### The metal 1 layer, run 1

Supply wires on this layer in gray.
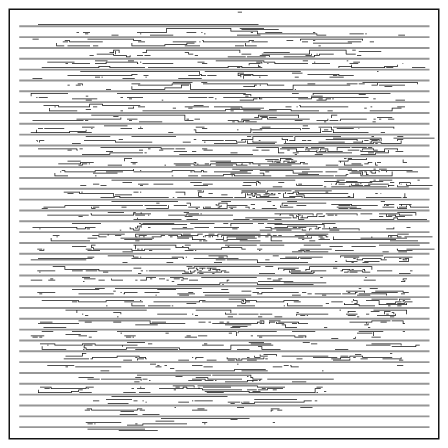
### The metal 2 layer, run 1

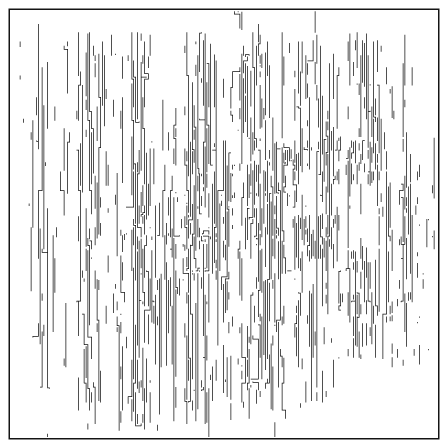
### The metal 3 layer, run 1

The bar under the picture is 20 um long.
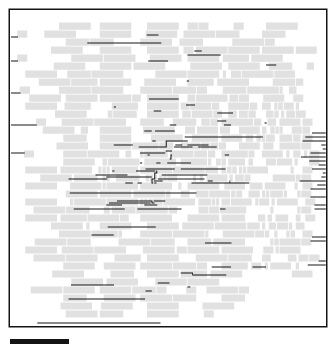
[config.mk]
export PLATFORM = sky130hd
export DESIGN_NAME = fifo_sync_param
export DESIGN_NICKNAME = d
export VERILOG_FILES = /design/src/rtl/fifo_sync_param.sv
export SDC_FILE = /design/constraint.sdc
export NUM_CORES = 1
export LEC_CHECK = 0
export CORE_MARGIN = 2
export CORE_UTILIZATION = 57
export DETAILED_ROUTE_END_ITERATION = 7
export PLACE_DENSITY = 0.76
export SYNTH_ARGS = -nofsm -noshare
export SYNTH_HDL_FRONTEND = slang
export SYNTH_SLANG_ARGS = --single-unit
[constraint.sdc]
create_clock -name clk -period 7.4 [get_ports clk]
set_input_delay 0.74 -clock clk [delete_from_list [all_inputs] [get_ports clk]]
set_output_delay 0.74 -clock clk [all_outputs]
set_load 0.005 [all_outputs]
[src/rtl/fifo_sync_param.sv]
// fifo_sync_param: single-clock FIFO with registered read data, occupancy flags and sticky error flags
module fifo_sync_param #(
   parameter int MEMORY_WIDTH = 8,
   parameter int MEMORY_DEPTH = 16,
   parameter int AF_LEVEL     = MEMORY_DEPTH - 2,
   parameter int AE_LEVEL     = 2,
   localparam int ADDRESS_SIZE = $clog2(MEMORY_DEPTH),
   localparam int COUNT_SIZE   = $clog2(MEMORY_DEPTH + 1)
) (
   input  logic                    clk,
   input  logic                    rst,
   input  logic                    w_en,
   input  logic                    r_en,
   input  logic [MEMORY_WIDTH-1:0] WR,
   input  logic                    clr_err,
   output logic [MEMORY_WIDTH-1:0] RD,
   output logic                    RD_VALID,
   output logic                    FULL,
   output logic                    EMPTY,
   output logic                    ALMOST_FULL,
   output logic                    ALMOST_EMPTY,
   output logic [COUNT_SIZE-1:0]   COUNT,
   output logic                    OVERFLOW,
   output logic                    UNDERFLOW
);
   localparam logic [ADDRESS_SIZE-1:0] A_LAST = ADDRESS_SIZE'(MEMORY_DEPTH - 1);
   localparam logic [ADDRESS_SIZE-1:0] A_ONE  = 1;
   localparam logic [COUNT_SIZE-1:0]   C_ONE  = 1;
   localparam logic [COUNT_SIZE-1:0]   C_FULL = COUNT_SIZE'(MEMORY_DEPTH);
   localparam logic [COUNT_SIZE-1:0]   C_AF   = COUNT_SIZE'(AF_LEVEL);
   localparam logic [COUNT_SIZE-1:0]   C_AE   = COUNT_SIZE'(AE_LEVEL);

   logic [MEMORY_WIDTH-1:0] r_mem [MEMORY_DEPTH];
   logic [ADDRESS_SIZE-1:0] r_wptr, r_rptr;
   logic [COUNT_SIZE-1:0]   r_count;
   logic [MEMORY_WIDTH-1:0] r_rd;
   logic                    r_rd_valid, r_ovf, r_unf;
   logic                    w_rd_acc, w_wr_acc;
   logic [COUNT_SIZE-1:0]   w_count_nxt;

   // acceptance, next occupancy and flag decode from the registered count
   always_comb begin
      w_rd_acc     = r_en & ~EMPTY;
      w_wr_acc     = w_en & (~FULL | w_rd_acc);
      w_count_nxt  = (w_wr_acc & ~w_rd_acc) ? r_count + C_ONE :
                     (w_rd_acc & ~w_wr_acc) ? r_count - C_ONE : r_count;
      FULL         = r_count == C_FULL;
      EMPTY        = r_count == '0;
      ALMOST_FULL  = r_count >= C_AF;
      ALMOST_EMPTY = r_count <= C_AE;
   end

   // storage array, written only on accepted writes and never reset
   always_ff @(posedge clk) begin
      if (w_wr_acc && !rst) r_mem[r_wptr] <= WR;
   end

   // pointers, occupancy, read data and sticky errors; set events win over clr_err
   always_ff @(posedge clk) begin
      if (rst) begin
         r_wptr     <= '0;
         r_rptr     <= '0;
         r_count    <= '0;
         r_rd       <= '0;
         r_rd_valid <= 1'b0;
         r_ovf      <= 1'b0;
         r_unf      <= 1'b0;
      end else begin
         if (w_wr_acc) r_wptr <= (r_wptr == A_LAST) ? '0 : r_wptr + A_ONE;
         if (w_rd_acc) r_rptr <= (r_rptr == A_LAST) ? '0 : r_rptr + A_ONE;
         if (w_rd_acc) r_rd <= r_mem[r_rptr];
         r_count    <= w_count_nxt;
         r_rd_valid <= w_rd_acc;
         r_ovf      <= (w_en & ~w_wr_acc) ? 1'b1 : clr_err ? 1'b0 : r_ovf;
         r_unf      <= (r_en & EMPTY) ? 1'b1 : clr_err ? 1'b0 : r_unf;
      end
   end

   assign RD        = r_rd;
   assign RD_VALID  = r_rd_valid;
   assign COUNT     = r_count;
   assign OVERFLOW  = r_ovf;
   assign UNDERFLOW = r_unf;
endmodule

==> impl_metrics.json, run 1 <==
{
  "layoutNonFillerInstCount": 530,
  "drtIter0Drc": 396,
  "cp_slowest_cell": "or4_4",
  "clock-sinks": 152,
  "grt_pass1_vias": 3255,
  "yosysWarnings": 0,
  "overflow": 0,
  "areaGrowthSynthToFinish_pct": 16.1,
  "cp_max_fo": 6,
  "core-area_um2": 10400,
  "flop_area_um2": 4330,
  "r2r-start": "COUNT[0]",
  "track_usage_pct": 23.1,
  "ios": 33,
  "synthTopCellsByCount": "128 x edfxtp_1, 32 x mux4_2, 31 x nor2_1",
  "reg2reg_slack_ns": 4.29,
  "synthCells": 344,
  "syn_nets": 367,
  "taps": 136,
  "fin_ws_ns": 4.29,
  "post-route-min-period_ns": 3.11,
  "top_area_share_pct": 63.0,
  "timing.critical_path.mode_cell": "ha_1",
  "logic_area_um2": 1650,
  "flop_cell": "edfxtp_1",
  "total_power_mw": 2.19,
  "initCoreUtil_pct": 58.8,
  "min_to": "UNDERFLOW",
  "rsz0062_at_grt": "no",
  "cts_root_buf": "clkbuf_8",
  "final-clk-cell-share_pct": 7.62,
  "place_inst": 498,
  "antenna_found_initial": 0,
  "die_x_um": 107,
  "power.density_nw_per_um2": 309,
  "gp_congestion": 0.899,
  "ys_seq_elements": 152,
  "r2r_end": "COUNT[4]",
  "ir_drop_mv": 0.179,
  "num-clock-buffers": 18,
  "grt_max_degree": 37,
  "cts_buffer_depth": 2,
  "synth_area_um2": 6100,
  "slew_viol_final": 0,
  "crit_family": "AND-OR/OR-AND gates",
  "min_from": "UNDERFLOW",
  "cts_max_level": 4,
  "cts_tree": "yes",
  "max_cap_violations": 0,
  "clock.latency.late_pin_ns": 0.52,
  "slew_headroom_pct": 11.2,
  "wirelength_um": 12200,
  "logic_gates": 164,
  "fill_cells": 672,
  "comb_area_share_pct": 23.3,
  "clock.fmax_mhz": 322,
  "stdcell_area_um2": 7080,
  "worstPathRequired_ns": 7.80,
  "leakagePower_nw": 2.27,
  "postSynthSeqShare_pct": 70.9,
  "routedWlPerCell_um": 23.1,
  "period_used_pct": 42.0,
  "biggestCellCategory": "flip-flops and latches",
  "antennaDiodeCount": 0,
  "worst_r2r_path_depth": 10,
  "status": "finished clean",
  "syn_area_per_cell_um2": 17.7,
  "die-area_um2": 11500,
  "hold_depth": 2,
  "finClkSkew_ns": 0.00791,
  "inv_count": 10,
  "ys_cells": 344,
  "dp_worst_setup_slack_ns": 3.96,
  "portBuffers": 32,
  "rows": 37,
  "worstMarginPinSlew_ns": 1.32,
  "ant_nets": 0,
  "synth.largest_area_cell": "edfxtp_1",
  "first_pass_iters": 5,
  "finalNetCount": 404,
  "setup_tns_ns": 0,
  "grt_pass1_wl_um": 18600,
  "hold_class": "register to register"
}
-- 'The metal 1 layer' (at the start) --
main direction: horizontal
nets with wire on the layer: 368
share of all routed wire: 42%
wire length on this layer: 5,080 um

-- 'The metal 2 layer' (at the start) --
longest straight run: 59.2 um
main direction: vertical

-- 'The metal 3 layer' (at the start) --
main direction: horizontal
nets with wire on the layer: 74
share of all routed wire: 5.7%
longest straight run: 42.8 um

run 1: worst register-to-register path, cell delays in order, from the launching register on:
cell	delay, ns
dfxtp_1	0.36
or4_4	0.61
o31ai_4	0.35
inv_4	0.09
ha_1	0.23
inv_1	0.13
ha_1	0.29
a21o_1	0.19
a21oi_1	0.17
mux2i_1	0.22
mux2_2	0.36
run 1: layer usage:
layer | vias to the layer above | global-route usage, % | wire (um)
met5 | - | 0 | 0
met4 | 0 | 10.1 | 338
met3 | 24 | 4.60 | 690
met2 | 155 | 36.6 | 6120
met1 | 1620 | 31.7 | 5080
li1 | 1436 | - | -
run 1: cell families (layout without fill, tap and decap cells):
logic type                 after synthesis  after routing  synth area share, %
AOI/OAI and AO/OA                       28             28                 3.75
xor gates and xnor gates                 5              5                0.718
adders and majority gates               10             10                 2.17
buffers and inverters                   28             78                 2.11
DFF                                    152            152                 70.9
muxes                                   51             51                 15.0
and+or+nand+nor                         70             70                 5.41
run 1: worst max-delay path by stage:
stage	endpoint	slack [ns]	cells after the start
final	COUNT[4]	4.29	10
after global routing	COUNT[4]	4.12	10
after CTS	COUNT[4]	4.29	10
after detailed placement	COUNT[4]	3.96	10
after global placement	COUNT[4]	4.05	10
after floorplan	COUNT[4]	4.45	11
run 1: flip-flops by register name, indices dropped and copies added, names as in the netlist:
register,count
r_mem,128
RD,8
COUNT,5
r_rptr,4
r_wptr,4
OVERFLOW,1
RD_VALID,1
UNDERFLOW,1
run 1: where the power goes:
part | switching [mW] | total [mW] | internal [mW]
sequential | 0.0305 | 0.996 | 0.966
combinational | 0.200 | 0.407 | 0.207
clock | 0.337 | 0.785 | 0.447
### Metal 4, run 1

Supply wires on this layer in gray.
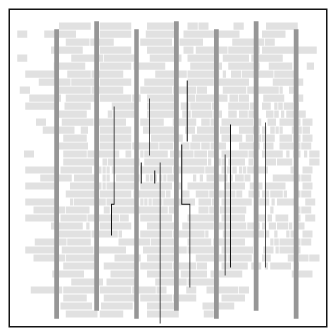

==> run 2: changes to the inputs <==
clock period = 3 ns   (was 7.4 ns; I/O delays follow)
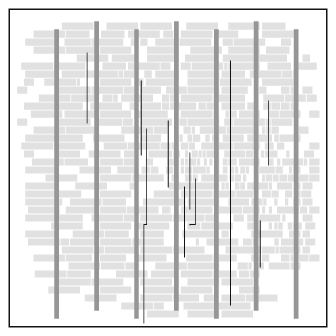
*Metal 4, run 2*
Supply wires on this layer in gray.
share of all routed wire: 2.6%
longest straight run: 83.0 um

==> impl_metrics.json, run 2 <==
{
  "status": "finished clean",
  "areaGrowthSynthToFinish_pct": 20.6,
  "post-route-min-period_ns": 2.95,
  "synth_chip_area_um2": 6100,
  "ys_seq_elements": 152,
  "muxShareOfSynthArea_pct": 15.0,
  "cts_max_level": 4,
  "cp_slowest_cell": "or4_4",
  "xor_share_pct": 0.718,
  "total_power_mw": 5.77,
  "ys_cells": 344,
  "syn_nets": 367,
  "worstPathRequired_ns": 3.41,
  "yosysWarnings": 0,
  "top_register": "r_mem",
  "routedWlPerCell_um": 22.4,
  "r2r_end": "COUNT[4]",
  "cp_max_fo": 6,
  "crit_family": "AND-OR/OR-AND gates",
  "hold_buffers": 0,
  "aoi_share_pct": 3.75,
  "final_common_cell": "edfxtp_1",
  "hold_class": "primary input to register",
  "reg2reg_slack_ns": 0.05,
  "drtIter0Drc": 222,
  "min_from": "clr_err",
  "antennaDiodeCount": 0,
  "ios": 33,
  "finalNetCount": 426,
  "clk_pin_slew_ns": 0.06,
  "min_to": "UNDERFLOW",
  "hold_depth": 4,
  "synth_adder_area_share_pct": 2.17,
  "postSynthSeqShare_pct": 70.9,
  "gp_congestion": 0.919,
  "simple_gate_share_pct": 5.41,
  "first_pass_iters": 5,
  "place_inst": 519,
  "period_used_pct": 98.2,
  "cp.depth": 10,
  "die_x_um": 107,
  "cts_buffer_depth": 2,
  "r2r-start": "COUNT[2]",
  "cts_tree": "yes",
  "slew_headroom_pct": 57.0,
  "top_logic_kind": "multiplexers",
  "cts_root_buf": "clkbuf_8",
  "track_usage_pct": 23.4,
  "overflow": 0,
  "power.density_nw_per_um2": 784,
  "ir_drop_mv": 0.383,
  "grt_max_degree": 37,
  "max_cap_violations": 0,
  "grt_pass1_vias": 3418,
  "stdcell_area_um2": 7360,
  "synthCells": 344,
  "clock.latency.late_pin_ns": 0.52,
  "clock-sinks": 152,
  "leakagePower_nw": 2.43,
  "worst_r2r_path_depth": 10,
  "layoutNonFillerInstCount": 552,
  "ant_nets": 0,
  "finClkSkew_ns": 0.00918,
  "top_cell": "edfxtp_1",
  "portBuffers": 32,
  "initCoreUtil_pct": 58.8,
  "synth_area_um2": 6100,
  "synthTopCellsByCount": "128 x edfxtp_1, 32 x mux4_2, 31 x nor2_1",
  "grt_pass1_wl_um": 18900,
  "largest_reg_flops": 128,
  "wirelength_um": 12400,
  "slew_viol_final": 0,
  "crit_end": "COUNT[4]",
  "synth-async-reset-ratio_pct": 0,
  "core-area_um2": 10400,
  "antenna_found_initial": 0,
  "warnings": 29
}
==> run 2: cell counts after synthesis <==
No cell type changed its count.
==> run 2: worst reg2reg max path, stage by stage (launching register included) <==
cell and delay, ns:
dfxtp_2 0.36, or4_4 0.58, o31ai_4 0.34, inv_4 0.08, ha_2 0.21, inv_2 0.10
ha_4 0.21, a21o_1 0.20, a21oi_2 0.18, mux2i_1 0.23, mux2_2 0.35
==> run 2: routing by layer <==
metal	GRT usage [%]	share of wire [%]	vias to the layer above
met3	6.11	6.5	22
met1	30.8	40	1689
met4	10.2	2.6	0
met2	37.2	50	131
met5	0	0	-
li1	-	-	1475
==> run 2: layout make-up <==
| cell class | instances | area [um^2] |
|---|---|---|
| Timing Repair Buffer | 58 | 528 |
| Tap cell | 136 | 170 |
| Multi-Input combinational cell | 164 | 1670 |
| Clock buffer | 20 | 425 |
| Inverter | 10 | 42.5 |
| Clock inverter | 12 | 199 |
| Fill cell | 657 | 3010 |
| Sequential cell | 152 | 4330 |
==> run 2: what timing repair did <==
item                       in CTS  in global routing
buffers inserted                0                  1
resized                         0                  5
setup endpoints to repair       0                  1
==> run 2: where the power goes <==
part	leakage (nW)	internal (mW)	total (mW)	switching, mW
combinational	0.775	0.566	1.05	0.485
sequential	1.35	2.38	2.49	0.107
clock	0.305	1.44	2.23	0.795
total	2.43	4.38	5.77	1.39
==> run 2: metrics by stage <==
step	TNS, ns	setup slack (ns)
4_1_cts	0	0.0707
3_3_place_gp	0	0.155
2_1_floorplan	0	0.0493
3_5_place_dp	0	0.0805
5_1_grt	-0.0301	-0.0301
6_report	0	0.0526
==> run 3: changes to the inputs <==
ABC_CLOCK_PERIOD_IN_PS = 3000   (was unset)
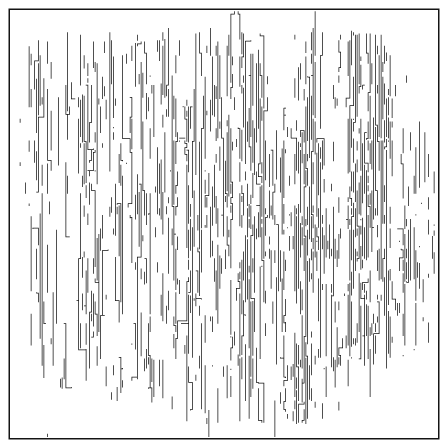
*The metal 2 layer, run 3*
grt met2 use: 37.2%
Total Wirelength: 12,400 um

==> impl_metrics.json, run 3 <==
{
  "flop_cell": "edfxtp_1",
  "dp_worst_setup_slack_ns": 0.0805,
  "finClkSkew_ns": 0.00918,
  "cts_tree": "yes",
  "total_power_mw": 5.77,
  "ir_drop_mv": 0.383,
  "cts_max_level": 4,
  "fill_cells": 657,
  "worst_r2r_path_depth": 10,
  "antenna_found_initial": 0,
  "grt_pass1_vias": 3418,
  "fin_ws_ns": 0.0526,
  "status": "finished clean",
  "top_cell": "edfxtp_1",
  "layoutNonFillerInstCount": 552,
  "combPwrFrac_pct": 18.2,
  "first_pass_iters": 5,
  "synthCells": 344,
  "hold_class": "primary input to register",
  "clock-sinks": 152,
  "cp_slowest_cell": "or4_4",
  "postSynthSeqShare_pct": 70.9,
  "min_to": "UNDERFLOW",
  "synthTopCellsByCount": "128 x edfxtp_1, 32 x mux4_2, 31 x nor2_1",
  "worstPathRequired_ns": 3.41,
  "finalNetCount": 426,
  "crit_family": "AND-OR/OR-AND gates",
  "rows": 37,
  "r2r-start": "COUNT[2]",
  "track_usage_pct": 23.4,
  "power.density_nw_per_um2": 784,
  "clock.fmax_mhz": 339,
  "reg2reg_slack_ns": 0.05,
  "warnings": 29,
  "areaGrowthSynthToFinish_pct": 20.6,
  "syn_nets": 367,
  "ios": 33,
  "core-area_um2": 10400,
  "yosysWarnings": 0,
  "slew_viol_final": 0,
  "top_area_share_pct": 63.0,
  "clock.latency.late_pin_ns": 0.52,
  "largest_reg_flops": 128,
  "worstMarginPinSlew_ns": 0.643,
  "top_register": "r_mem",
  "final_common_cell": "edfxtp_1"
}
==> run 3: cell counts after synthesis <==
Identical to the previous run, type by type.
==> run 3: layer usage <==
layer | global-route usage (%) | vias up | wire length, um
met1 | 30.8 | 1689 | 5010
met2 | 37.2 | 131 | 6240
li1 | - | 1475 | -
met5 | 0 | - | 0
met4 | 10.2 | 0 | 318
met3 | 6.11 | 22 | 808
==> run 3: repair_timing <==
action | 4_1_cts | 5_1_grt
setup buffers | 0 | 1
resized | 0 | 5
endpoints found under the setup margin | 0 | 1
==> run 3: cell families after synthesis <==
family / after synthesis / share of synthesized area, %
simple gates: 70 / 5.41
compound gates: 28 / 3.75
flops: 152 / 70.9
fa+ha+maj: 10 / 2.17
mux: 51 / 15.0
buf+inv: 28 / 2.11
xor+xnor: 5 / 0.718
==> run 3: power groups by stage <==
| stage | Combinational, mW | Clock [mW] | Sequential (mW) |
|---|---|---|---|
| 5_1_grt | 1.14 | 2.35 | 2.50 |
| 2_1_floorplan | 0.645 | 0 | 2.49 |
| 3_3_place_gp | 0.994 | 0 | 2.52 |
| 4_1_cts | 1.02 | 2.26 | 2.49 |
| 6_report | 1.05 | 2.23 | 2.49 |
| 3_5_place_dp | 1.01 | 0 | 2.53 |
==> run 3: final cells by class <==
cell class | count | area (um^2) | share of cell area, %
Timing Repair Buffer | 58 | 528 | 7.18
Clock inverter | 12 | 199 | 2.70
Multi-Input combinational cell | 164 | 1670 | 22.6
Tap cell | 136 | 170 | 2.31
Inverter | 10 | 42.5 | 0.578
Sequential cell | 152 | 4330 | 58.8
Clock buffer | 20 | 425 | 5.78
==> run 3: worst min-delay path, stage by stage <==
cell and delay, ns:
clkdlybuf4s50_1 0.40, inv_1 0.08, a22oi_1 0.09, nor2_1 0.08
Power and IR drop assume default switching activity.
